==> config.mk <==
export PLATFORM = sky130hd
export DESIGN_NAME = adc_seq
export DESIGN_NICKNAME = d
export VERILOG_FILES = /design/src/rtl/adc_seq_pkg.sv /design/src/rtl/adc_slice.sv /design/src/rtl/adc_seq.sv
export SDC_FILE = /design/constraint.sdc
export NUM_CORES = 1
export LEC_CHECK = 0
export CAP_MARGIN = 20
export CORE_ASPECT_RATIO = 2
export CORE_UTILIZATION = 56
export CTS_BUF_LIST = sky130_fd_sc_hd__clkbuf_4 sky130_fd_sc_hd__clkbuf_8 sky130_fd_sc_hd__clkbuf_16
export DETAILED_ROUTE_END_ITERATION = 6
export PLACE_DENSITY = 0.87
export SLEW_MARGIN = 30
export SYNTH_ARGS = -nofsm -noshare
export SYNTH_HDL_FRONTEND = slang
export SYNTH_SLANG_ARGS = --single-unit
==> constraint.sdc <==
create_clock -name CLKIN -period 3.6 [get_ports CLKIN]
set_input_delay 0.72 -clock CLKIN [delete_from_list [all_inputs] [get_ports CLKIN]]
set_output_delay 0.72 -clock CLKIN [all_outputs]
set_load 0.005 [all_outputs]
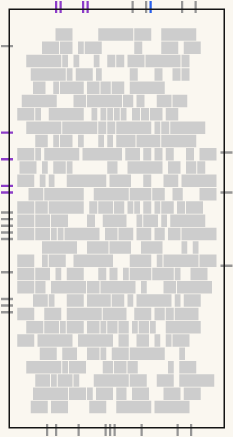
Figure 1: run 1, ports around the boundary.
Pins as bars across the die edge, other pins in gray.
| color | port | pins | direction | edge |
|---|---|---|---|---|
| blue | `COUT` | 1 | output | top |
| purple | `A` | 8 | input | 4 left, 4 top |
IO buf count: 34
Chip Height: 85.3 um
die width: 43.6 um

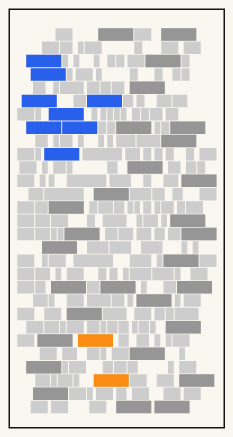
Figure 2: run 1, sequential cells grouped by signal name.
Other sequential cells in the stronger gray, the rest of the logic in the fainter gray.
| color | netlist name | placed flops |
|---|---|---|
| orange | `state_q` | 2 |
| blue | `opa_q` | 8 |
final core occ: 72.9%
register area: 781 um^2
total sequential power: 472 uW

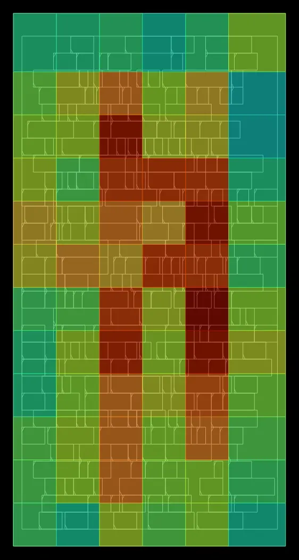
Figure 3: run 1, congestion heat map.
met2 Use GR: 41.9%
Total GRT Usage: 24.4%
M1 GR Usage: 25.4%
GR met3 Demand/Resource: 4.89%

==> results.cfg, run 1 <==
; yosys + openroad results
[sta]
setup_slack_ns = 1.09
fin_crit_ns = 2.51
hold_viol_final = 0
clock.fmax_ghz = 0.398
rsz0062_at_grt = false
period_used_pct = 69.8
fin_tns_setup_ns = 0
fin_skew_ns = 0.00553
finalMaxSlewViolations = 0
worst_pin_slew_ns = 0.764
setup_violations = 0

[clocking]
post_cts_buffers = 0
root_buffer = clkbuf_8
clk_pin_slew_worst_paths_ns = 0.07
cts_resized = 0
clk_path_buf_depth = 2
clk_latency_ns = 0.29
cts_htree_levels = 2

[place]
dp_slack_ns = 1.10
gp_congestion = 0.920
post-dp-hpwl_um = 3020

[run]
cap_violations = 0
tool_warnings = 31

[logic_synthesis]
ff_type = dfxtp_1
ys_sh_aoi_pct = 23.1
ys_seq_share_pct = 40.2
area_leaders = dfxtp_1, nand2_1, o211a_1
ys_sh_simple_pct = 17.0
async_flop_share_pct = 0
ys_cells = 216
syn_nets = 246
top_area_cell = dfxtp_1
synthTopLogicFamily = AND-OR/OR-AND gates
synthAdderAreaFrac_pct = 5.16
edf_count = 0
syn_inst = 216
synthTopCellsByCount = nand2_1, dfxtp_1, o211a_1
yosysTopAreaCellShare_pct = 40.2
xor_area_share_pct = 4.51
synth_area_um2 = 1940

[critical_path]
worstSetupPathType = flop to flop
r2r_cells = 5
path_max_fanout = 12
end_kind = flop
startpoint_type = flop
ff2ff_setup_slack_ns = 1.09

[pwr]
p_leak_nw = 1.01
p_sw_uw = 248

[die]
ioPinCount = 35
die-area_um2 = 3720
core-area_um2 = 3230
num_rows = 29

[finish]
combGateArea_um2 = 1070
drive_above_1_share_pct = 6.56
num-nets-final = 274
antenna_cells = 0

[routing]
ant_nets = 0
drc = 0
wl_per_cell_um = 14.7
num_vias = 1633

[hold_path]
worstHoldPathType = flop to flop

[global_route]
grt_pass1_wl_um = 6910
overflow = 0

[outcome]
outcome = finished clean
==> run 1: per-layer routing <==
layer	share of wire, %	up-vias	global-route usage [%]
met1	37	761	25.4
met5	0	-	0
met4	3.4	0	15.9
li1	-	812	-
met3	2.9	15	4.89
met2	57	45	41.9
==> run 1: power by group through the flow <==
stage	clock (mW)	sequential, mW	combinational, mW
global placement	0	0.480	0.163
detailed placement	0	0.481	0.167
finish	0.295	0.472	0.166
global route	0.319	0.475	0.185
floorplan	0	0.473	0.120
CTS	0.302	0.471	0.168
==> run 1: cells in the final DEF (no fill, tap or decap), types with 2 or more instances in the layout <==
cell / count
o22ai_1: 2
clkbuf_8: 6
a21boi_0: 10
o21ai_0: 9
o211ai_1: 3
nand2_1: 42
and2_1: 2
mux4_2: 4
clkdlybuf4s50_1: 33
o21a_1: 3
dfxtp_1: 39
nor2_1: 4
nand2b_1: 2
a21oi_1: 5
buf_4: 2
a22oi_1: 3
inv_1: 8
ha_1: 8
nand3_1: 8
a32oi_1: 3
o21ai_1: 2
o211a_1: 15
nor2b_1: 6
xnor2_1: 9
a31oi_1: 2
==> run 1: stage by stage <==
step                cell area, um^2  std cells
floorplan                      1940        216
global placement               2270        268
detailed placement             2270        268
CTS                            2360        275
global route                   2350        275
finish                         2350        275
==> run 1: worst max-delay path: stages, from the launching register on <==
cell and delay, ns:
dfxtp_1 0.66, mux4_2 0.59, ha_1 0.39, or3_4 0.44, a32oi_1 0.21, a21oi_1 0.09
==> run 1: final cells by class <==
class                           instances  share of cell area [%]
Multi-Input combinational cell        154                    45.3
Tap cell                               31                    1.65
Timing Repair Buffer                   36                    14.9
Clock inverter                          1                   0.213
Clock buffer                            6                    3.51
Inverter                                8                    1.28
Sequential cell                        39                    33.2
==> run 2: changes to the inputs <==
CORE_UTILIZATION = 47   (was 56)
PLACE_DENSITY = 0.79   (was 0.87)
clock period = 2.3 ns   (was 3.6 ns; I/O delays follow)
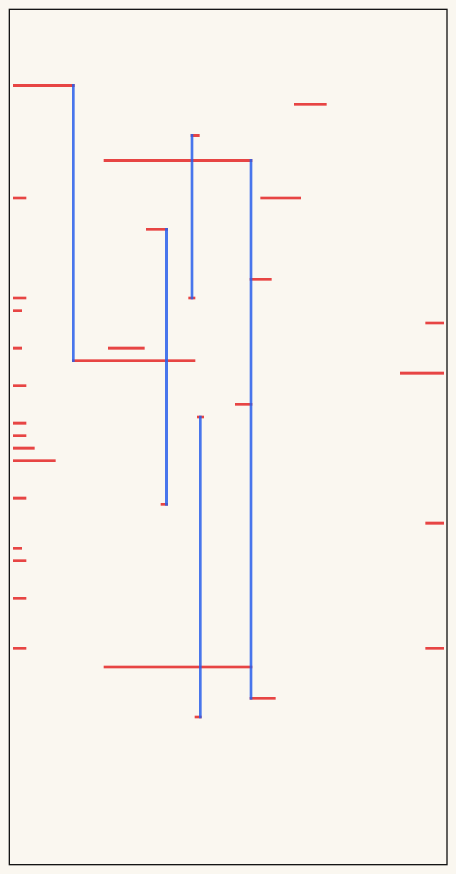
Figure 4: run 2, wiring by layer.
Only two layers are drawn.
| color | layer | wire length |
|---|---|---|
| blue | M4 | 169 um |
| red | M3 | 101 um |
DR vias: 1648
drt total wl: 4240 um

==> results.cfg, run 2 <==
; yosys + openroad results
[outcome]
outcome = finished clean

[finish]
mostFrequentLayoutCell = nand2_1
antenna_cells = 0
combGateArea_um2 = 1070
final_cell_mix = nand2_1, dfxtp_1, clkdlybuf4s50_1
stdcell_area_um2 = 2480

[logic_synthesis]
ff_type = dfxtp_1
ys_cells = 216
syn_nets = 246
syn_inst = 216
async_flop_share_pct = 0
yosysTopAreaCellShare_pct = 40.2
synthTopCellsByCount = nand2_1, dfxtp_1, o211a_1

[run]
tool_warnings = 31
cap_violations = 0

[clocking]
clk_pin_slew_worst_paths_ns = 0.08
cts_resized = 0

[sta]
fin_crit_ns = 2.12
rsz0062_at_grt = false
period_used_pct = 92.2
setup_violations = 0
worst_pin_slew_ns = 0.643
fin_tns_setup_ns = 0

[routing]
ant_nets = 0

[critical_path]
path_max_fanout = 5
cp.depth = 5
ff2ff_setup_slack_ns = 0.18
r2r_cells = 5
path_buffers = 0
startpoint_type = flop
cp_top_family = multiplexers
max_stage_delay_ns = 0.53

[global_route]
use_met2_pct = 39.3
grt.busiest_layer = met2
grt_pass1_wl_um = 7040

[die]
ioPinCount = 35
core-area_um2 = 3880

[place]
post-dp-hpwl_um = 3250
placed_area_um2 = 2360
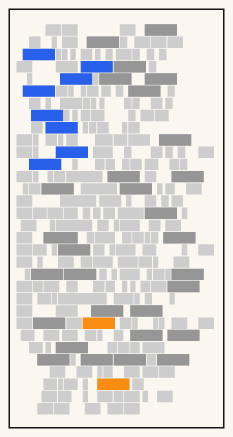
Figure 5: run 2, sequential cells grouped by signal name.
Other sequential cells in the stronger gray, the rest of the logic in the fainter gray.
| color | netlist name | placed flops |
|---|---|---|
| blue | `opa_q` | 8 |
| orange | `state_q` | 2 |
total sequential power: 738 uW
register area: 782 um^2

-- run 2: cell families (layout without fill, tap and decap cells) --
group           count (synthesis)  count (layout)  share of synthesized area, %
fa+ha+maj                       8               8                          5.16
mux                             5               5                          5.16
buf+inv                        23              60                          4.84
flops                          39              39                          40.2
compound gates                 60              60                          23.1
simple gates                   71              71                          17.0
xor+xnor                       10              10                          4.51
-- run 2: layout make-up --
cell class | instances | share of cell area [%]
well taps | 51 | 2.57
repair buffers | 44 | 16.7
clock inverters | 2 | 1.41
multi-input cells | 154 | 43.2
flip-flops and latches | 39 | 31.5
inverters | 8 | 1.21
clock buffers | 6 | 3.33
-- run 2: per-layer routing --
metal | up-vias | share of wire [%]
met5 | - | 0
met4 | 0 | 4.0
met3 | 13 | 2.4
met2 | 36 | 56
met1 | 767 | 37
li1 | 832 | -
-- run 2: worst register-to-register path: cells and delay by family, from the launching register on --
| kind | cells | cell delay, ns |
|---|---|---|
| fa+ha+maj | 1 | 0.32 |
| simple gates | 1 | 0.42 |
| flops | 1 | 0.41 |
| compound gates | 2 | 0.33 |
| mux | 1 | 0.53 |
-- run 2: power by group --
part	internal, mW	total [mW]	leakage [nW]	switching [mW]
Sequential	0.710	0.738	0.319	0.0288
Combinational	0.145	0.285	0.686	0.140
Clock	0.351	0.591	0.0612	0.240
Total	1.21	1.61	1.07	0.409
-- run 2: per-stage QoR --
step	worst slack, ns	cells	utilization [%]
final	0.180	304	63.9
after global routing	0.00480	304	63.9
after floorplan	0.0953	216	-
after global placement	0.127	296	60.7
after CTS	0.0583	304	63.7
after detailed placement	0.0714	296	60.7
Power is estimated from default activity; no workload was simulated.
